[config.mk]
export PLATFORM = sky130hd
export DESIGN_NAME = ps2_key_decoder
export DESIGN_NICKNAME = d
export VERILOG_FILES = /design/src/rtl/ps2_pkg.sv /design/src/rtl/ps2_rx.sv /design/src/rtl/ps2_key_decoder.sv
export SDC_FILE = /design/constraint.sdc
export NUM_CORES = 1
export LEC_CHECK = 0
export ABC_AREA = 1
export CORE_MARGIN = 4
export CORE_UTILIZATION = 60
export DETAILED_ROUTE_END_ITERATION = 12
export PLACE_DENSITY = 0.78
export REMOVE_ABC_BUFFERS = 1
export SYNTH_ARGS = -nofsm -noshare
export SYNTH_HDL_FRONTEND = slang
export SYNTH_SLANG_ARGS = --single-unit
[constraint.sdc]
create_clock -name clk -period 2.05 [get_ports clk]
set_clock_uncertainty 0.05 [all_clocks]
set_input_delay 0.205 -clock clk [delete_from_list [all_inputs] [get_ports clk]]
set_output_delay 0.205 -clock clk [all_outputs]
set_load 0.03 [all_outputs]
[src/rtl/ps2_pkg.sv]
// Shared scan-code constants, decode state type and parity helper for the PS/2 keyboard path.
package ps2_pkg;

    localparam logic [7:0] SC_EXT   = 8'hE0;
    localparam logic [7:0] SC_BREAK = 8'hF0;
    localparam logic [7:0] SC_SPACE = 8'h29;
    localparam logic [7:0] SC_LEFT  = 8'h6B;
    localparam logic [7:0] SC_RIGHT = 8'h74;

    localparam logic [3:0] BIT_START = 4'd0;
    localparam logic [3:0] BIT_STOP  = 4'd10;

    typedef enum logic [1:0] {
        IDLE,
        EXT,
        BRK,
        EXT_BRK
    } ps2_dec_state_t;

    // True when eight data bits plus the parity bit hold an odd number of ones.
    function automatic logic parity_odd(input logic [8:0] bits);
        return ^bits;
    endfunction

endpackage

[src/rtl/ps2_rx.sv]
// PS/2 frame receiver: pin synchronisers, ps2_clk glitch filter, 11-bit frame shifter,
// parity/stop check and mid-frame timeout.
module ps2_rx
    import ps2_pkg::*;
#(
    parameter int FILTER_LEN     = 8,
    parameter int TIMEOUT_CYCLES = 6500
) (
    input  logic       clk,
    input  logic       rst_n,
    input  logic       ps2_clk,
    input  logic       ps2_data,
    output logic [7:0] rx_byte,
    output logic       byte_valid,
    output logic       frame_err
);

    localparam int FW = $clog2(FILTER_LEN + 1);
    localparam int TW = $clog2(TIMEOUT_CYCLES + 1);
    localparam logic [FW-1:0] FILT_LAST = FW'(FILTER_LEN - 1);
    localparam logic [TW-1:0] TO_LAST   = TW'(TIMEOUT_CYCLES - 1);

    logic [1:0]    clk_sync;
    logic [1:0]    data_sync;
    logic          clk_s;
    logic          data_s;
    logic [FW-1:0] filt_cnt;
    logic          clk_filt;
    logic          clk_filt_d;
    logic          fall;
    logic [3:0]    bit_cnt;
    logic [8:0]    shift;
    logic [TW-1:0] to_cnt;
    logic          stop_ok;

    always_ff @(posedge clk or negedge rst_n) begin
        if (!rst_n) begin
            clk_sync  <= 2'b11;
            data_sync <= 2'b11;
        end else begin
            clk_sync  <= {clk_sync[0], ps2_clk};
            data_sync <= {data_sync[0], ps2_data};
        end
    end

    assign clk_s  = clk_sync[1];
    assign data_s = data_sync[1];

    // The filtered level flips only after FILTER_LEN consecutive samples disagree with it.
    always_ff @(posedge clk or negedge rst_n) begin
        if (!rst_n) begin
            filt_cnt   <= '0;
            clk_filt   <= 1'b1;
            clk_filt_d <= 1'b1;
        end else begin
            clk_filt_d <= clk_filt;
            if (clk_s == clk_filt) begin
                filt_cnt <= '0;
            end else if (filt_cnt == FILT_LAST) begin
                filt_cnt <= '0;
                clk_filt <= clk_s;
            end else begin
                filt_cnt <= filt_cnt + 1'b1;
            end
        end
    end

    assign fall    = clk_filt_d & ~clk_filt;
    assign stop_ok = data_s & parity_odd(shift);

    // byte_valid is a one-cycle strobe; rx_byte holds that byte until the next strobe.
    always_ff @(posedge clk or negedge rst_n) begin
        if (!rst_n) begin
            bit_cnt    <= BIT_START;
            shift      <= '0;
            rx_byte    <= '0;
            byte_valid <= 1'b0;
            frame_err  <= 1'b0;
        end else begin
            byte_valid <= 1'b0;
            frame_err  <= 1'b0;
            if (fall) begin
                if (bit_cnt == BIT_START) begin
                    if (data_s) begin
                        frame_err <= 1'b1;
                    end else begin
                        bit_cnt <= 4'd1;
                    end
                end else if (bit_cnt == BIT_STOP) begin
                    bit_cnt <= BIT_START;
                    if (stop_ok) begin
                        rx_byte    <= shift[7:0];
                        byte_valid <= 1'b1;
                    end else begin
                        frame_err <= 1'b1;
                    end
                end else begin
                    shift   <= {data_s, shift[8:1]};
                    bit_cnt <= bit_cnt + 4'd1;
                end
            end else if (bit_cnt != BIT_START && to_cnt == TO_LAST) begin
                bit_cnt   <= BIT_START;
                frame_err <= 1'b1;
            end
        end
    end

    // Idle-time watchdog: only runs while a frame is partially received.
    always_ff @(posedge clk or negedge rst_n) begin
        if (!rst_n) begin
            to_cnt <= '0;
        end else if (fall || bit_cnt == BIT_START || to_cnt == TO_LAST) begin
            to_cnt <= '0;
        end else begin
            to_cnt <= to_cnt + 1'b1;
        end
    end

endmodule

[src/rtl/ps2_key_decoder.sv]
// PS/2 set-2 key decoder: turns make/break byte sequences into held levels for
// Space, Left arrow and Right arrow.
module ps2_key_decoder
    import ps2_pkg::*;
#(
    parameter int FILTER_LEN     = 8,
    parameter int TIMEOUT_CYCLES = 6500
) (
    input  logic clk,
    input  logic rst_n,
    input  logic ps2_clk,
    input  logic ps2_data,
    output logic key_space,
    output logic key_left,
    output logic key_right,
    output logic frame_err
);

    logic [7:0]     rx_byte;
    logic           byte_valid;
    ps2_dec_state_t dec_state;
    ps2_dec_state_t dec_state_nx;
    logic           space_nx;
    logic           left_nx;
    logic           right_nx;

    ps2_rx #(
        .FILTER_LEN    (FILTER_LEN),
        .TIMEOUT_CYCLES(TIMEOUT_CYCLES)
    ) u_rx (
        .clk       (clk),
        .rst_n     (rst_n),
        .ps2_clk   (ps2_clk),
        .ps2_data  (ps2_data),
        .rx_byte   (rx_byte),
        .byte_valid(byte_valid),
        .frame_err (frame_err)
    );

    always_ff @(posedge clk or negedge rst_n) begin
        if (!rst_n) begin
            dec_state <= IDLE;
        end else begin
            dec_state <= dec_state_nx;
        end
    end

    // A framing error abandons any half-seen prefix.
    always_comb begin
        dec_state_nx = dec_state;
        if (frame_err) begin
            dec_state_nx = IDLE;
        end else if (byte_valid) begin
            case (dec_state)
                IDLE: begin
                    if (rx_byte == SC_EXT) begin
                        dec_state_nx = EXT;
                    end else if (rx_byte == SC_BREAK) begin
                        dec_state_nx = BRK;
                    end else begin
                        dec_state_nx = IDLE;
                    end
                end
                EXT:     dec_state_nx = (rx_byte == SC_BREAK) ? EXT_BRK : IDLE;
                BRK:     dec_state_nx = IDLE;
                EXT_BRK: dec_state_nx = IDLE;
                default: dec_state_nx = IDLE;
            endcase
        end
    end

    // Key levels are only ever set or cleared by a complete sequence; errors leave them alone.
    always_comb begin
        space_nx = key_space;
        left_nx  = key_left;
        right_nx = key_right;
        if (byte_valid && !frame_err) begin
            case (dec_state)
                IDLE: begin
                    if (rx_byte == SC_SPACE) space_nx = 1'b1;
                end
                EXT: begin
                    if (rx_byte == SC_LEFT)  left_nx  = 1'b1;
                    if (rx_byte == SC_RIGHT) right_nx = 1'b1;
                end
                BRK: begin
                    if (rx_byte == SC_SPACE) space_nx = 1'b0;
                end
                EXT_BRK: begin
                    if (rx_byte == SC_LEFT)  left_nx  = 1'b0;
                    if (rx_byte == SC_RIGHT) right_nx = 1'b0;
                end
                default: begin
                    space_nx = key_space;
                end
            endcase
        end
    end

    always_ff @(posedge clk or negedge rst_n) begin
        if (!rst_n) begin
            key_space <= 1'b0;
            key_left  <= 1'b0;
            key_right <= 1'b0;
        end else begin
            key_space <= space_nx;
            key_left  <= left_nx;
            key_right <= right_nx;
        end
    end

endmodule

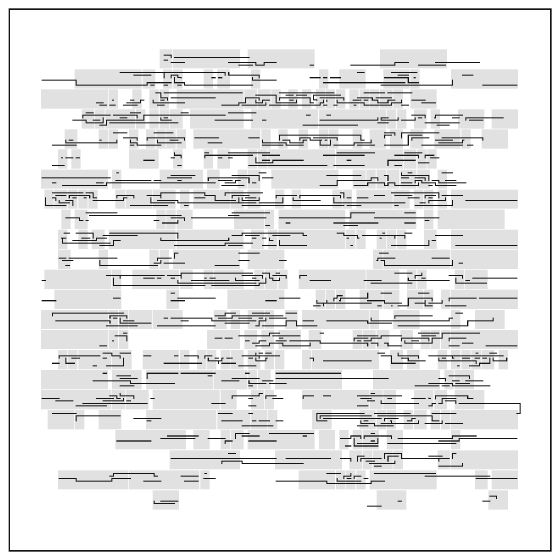
*Metal 1*
Cells faint in the background.
nets with wire on the layer: 293
longest straight run: 15.2 µm

==> reports/metrics.csv <==
metric;value;unit
finalHoldViolations;0;
antenna_found_initial;0;
ys_ff;51;
finalCritPeriodShare;83.4;%
worstReg2RegStart;u_rx.bit_cnt[0];
seq_area;1280;µm²
path_class;flip-flop to flip-flop;
cp_top_family;simple AND/OR/NAND/NOR gates;
rows;23;
cts_max_path_buffers;2;
io_pins;8;
grt_max_degree;52;
regToRegEndpoint;u_rx.to_cnt[6];
n_fill_cell;329;
yosysUniqueCellTypes;37;
rsz0062_at_grt;false;
holdPathStages;1;
status;finished clean;
worstPathRequired;2.20;ns
initial_utilization;63.0;%
maxCapViolCount;0;
drt-vias-per-instance;5.17;
critPathArrivalTime;1.86;ns
end_kind;flip-flop;
netlist_area;2560;µm²
combGateArea;1110;µm²
busiest_layer;met2;
hold_class;input port to flip-flop;
cts_root_buf;clkbuf_8;
drive_gt1_share;12.6;%
drt_iter0_drc;125;
yosysChipArea;2560;µm²
layout_min_cycle_time;1.71;ns
avgSynthCellArea;8.69;µm²
hold_start;ps2_clk;
cts_buffers;5;
place_hpwl;3170;µm
cts_tree;yes;
wirelength;4350;µm
grt_overflow;0;
worst_pin_slew;0.618;ns
ys.flop_type;dfrtp_1;
clk_pin_slew_worst_paths;0.09;ns
die-area;5370;µm²
layout.nets;317;
start_kind;flip-flop;
tns;0;ns
place_congestion;0.784;
edf_count;0;
yosysTopAreaCell;dfrtp_1;
dp_cells;350;
vdd_drop_max;709;µV
met3_usage;4.38;%
slowest_delay;0.40;ns
ys_cells;294;
ctsResizeCount;0;
reg2reg_depth;5;
r2r_slack;0.34;ns
crit_slowest_cell;dfrtp_1;
vias;1855;
cpMostUsedCell;nand3_1;
layout_top_cells;78 x nand2_1, 45 x dfrtp_1, 36 x inv_1;
hold_end;u_rx.clk_sync[0];
grt_pass1_vias;1846;
use_met2;32.0;%
crit_path_cell_trace;inv_1 > ha_1 > nand3_1 > nand3_1 > a211oi_1;
htreeDepth;2;
grt_pass1_wl;8070;µm
area_growth;8.42;%
core;4060;µm²
synth_warnings;0;
syn_inst;294;
topCellsByArea;dfrtp_1 44%, nand2_1 11%, dfstp_2 6.2%, inv_1 5.3%, nand3_1 4.9%;
warnings;27;
drv_slew;0;
power_leakage;0.00136;µW
async_flop_share;100;%
cp_max_fo;13;
firstDrtPassIters;4;
drc;0;
synth_seq_share;50.2;%
layout.cells.most_common;nand2_1;
fmax;0.585;GHz
wl_per_cell;12.1;µm
ant_nets;0;
final_cells;359;
die_h;73.3;µm
total_power;2430;µW
diodes;0;
top_area_share;44.1;%
clock_sinks;51;
path_buffers;1;
portBuffers;7;
setup_viol;0;
clock.latency.late_pin;0.30;ns
die_w;73.3;µm
relSlewSlack;58.8;%
power_density;877;nW/µm²
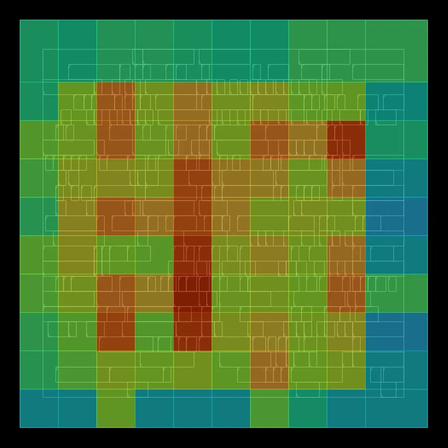
*Congestion heat map*
M1 GR Usage: 24.8%
All-Layer GR Usage: 19.3%

-- logic make-up (layout without fill, tap and decap cells) --
group | after synthesis | in the layout | share of synthesized area (%)
AND/OR/NAND/NOR | 162 | 162 | 31.9
flip-flops | 51 | 51 | 50.2
buffers and inverters | 43 | 58 | 6.41
AND-OR/OR-AND | 22 | 22 | 5.04
XOR/XNOR | 7 | 7 | 2.40
adder cells (fa/ha/maj) | 5 | 5 | 2.45
multiplexers | 4 | 4 | 1.62
-- worst max-delay path by stage --
stage / startpoint / endpoint / slack, ns / cells past startpoint
final: u_rx.bit_cnt[0] / u_rx.to_cnt[6] / 0.34 / 5
after global routing: u_rx.to_cnt[0] / u_rx.to_cnt[6] / 0.09 / 6
after CTS: u_rx.to_cnt[0] / u_rx.to_cnt[6] / 0.31 / 6
after detailed placement: u_rx.to_cnt[0] / u_rx.to_cnt[6] / 0.33 / 6
after global placement: u_rx.to_cnt[0] / u_rx.to_cnt[6] / 0.40 / 6
after floorplan: u_rx.to_cnt[0] / u_rx.to_cnt[10] / 0.59 / 6
-- power by group --
part / internal, µW / switching (µW)
registers: 1130 / 93.1
clock network: 243 / 302
logic: 211 / 449
-- cell usage after synthesis, types with 4 or more instances --
library cell / n
nor2_1: 20
dfrtp_1: 45
nor3_1: 11
nand3_1: 25
nor2_4: 5
nand2_1: 78
inv_2: 4
xnor2_1: 5
inv_1: 36
o21ai_0: 13
ha_1: 5
dfstp_2: 6
-- cell type report --
class,instances,area share [%]
timing repair buffer,9,2.98
inverter,41,5.55
multi-input combinational,200,40.0
tap,50,2.26
sequential,51,46.3
clock buffer,8,2.89
-- worst register-to-register path, stage by stage, from the launching register on --
cell and delay (ns):
dfrtp_1 0.40, inv_1 0.12, ha_1 0.21, nand3_1 0.15
nand3_1 0.39, a211oi_1 0.31
-- registers in the layout, indices dropped and copies added (netlist names) --
register         cells
u_rx.to_cnt         13
u_rx.shift           9
u_rx.rx_byte         8
u_rx.bit_cnt         4
u_rx.filt_cnt        4
dec_state            2
u_rx.clk_sync        2
u_rx.data_sync       2
key_left             1
key_right            1
key_space            1
u_rx.byte_valid      1
u_rx.clk_filt        1
u_rx.clk_filt_d      1
u_rx.frame_err       1
-- stage by stage --
stage / setup slack (ns) / hold slack (ns) / area, µm² / utilization [%]
final: 0.340 / 0.266 / 2770 / 68.3
after global routing: 0.0909 / 0.266 / 2770 / 68.3
after CTS: 0.305 / 0.257 / 2770 / 68.3
after detailed placement: 0.327 / 0.297 / 2680 / 66.1
after global placement: 0.405 / 0.297 / 2680 / 66.1
after floorplan: 0.588 / -0.141 / 2550 / -
-- what timing repair did --
item	CTS	global route
hold endpoints to repair	45	0
buffers inserted	0	0
hold buffers	1	0
-- per-layer routing --
| metal | wire length (µm) | share of wire (%) |
|---|---|---|
| met2 | 2130 | 49 |
| met1 | 2030 | 47 |
| met3 | 120 | 2.8 |
| met5 | 0 | 0 |
| met4 | 76 | 1.7 |
Power and IR drop assume default switching activity.
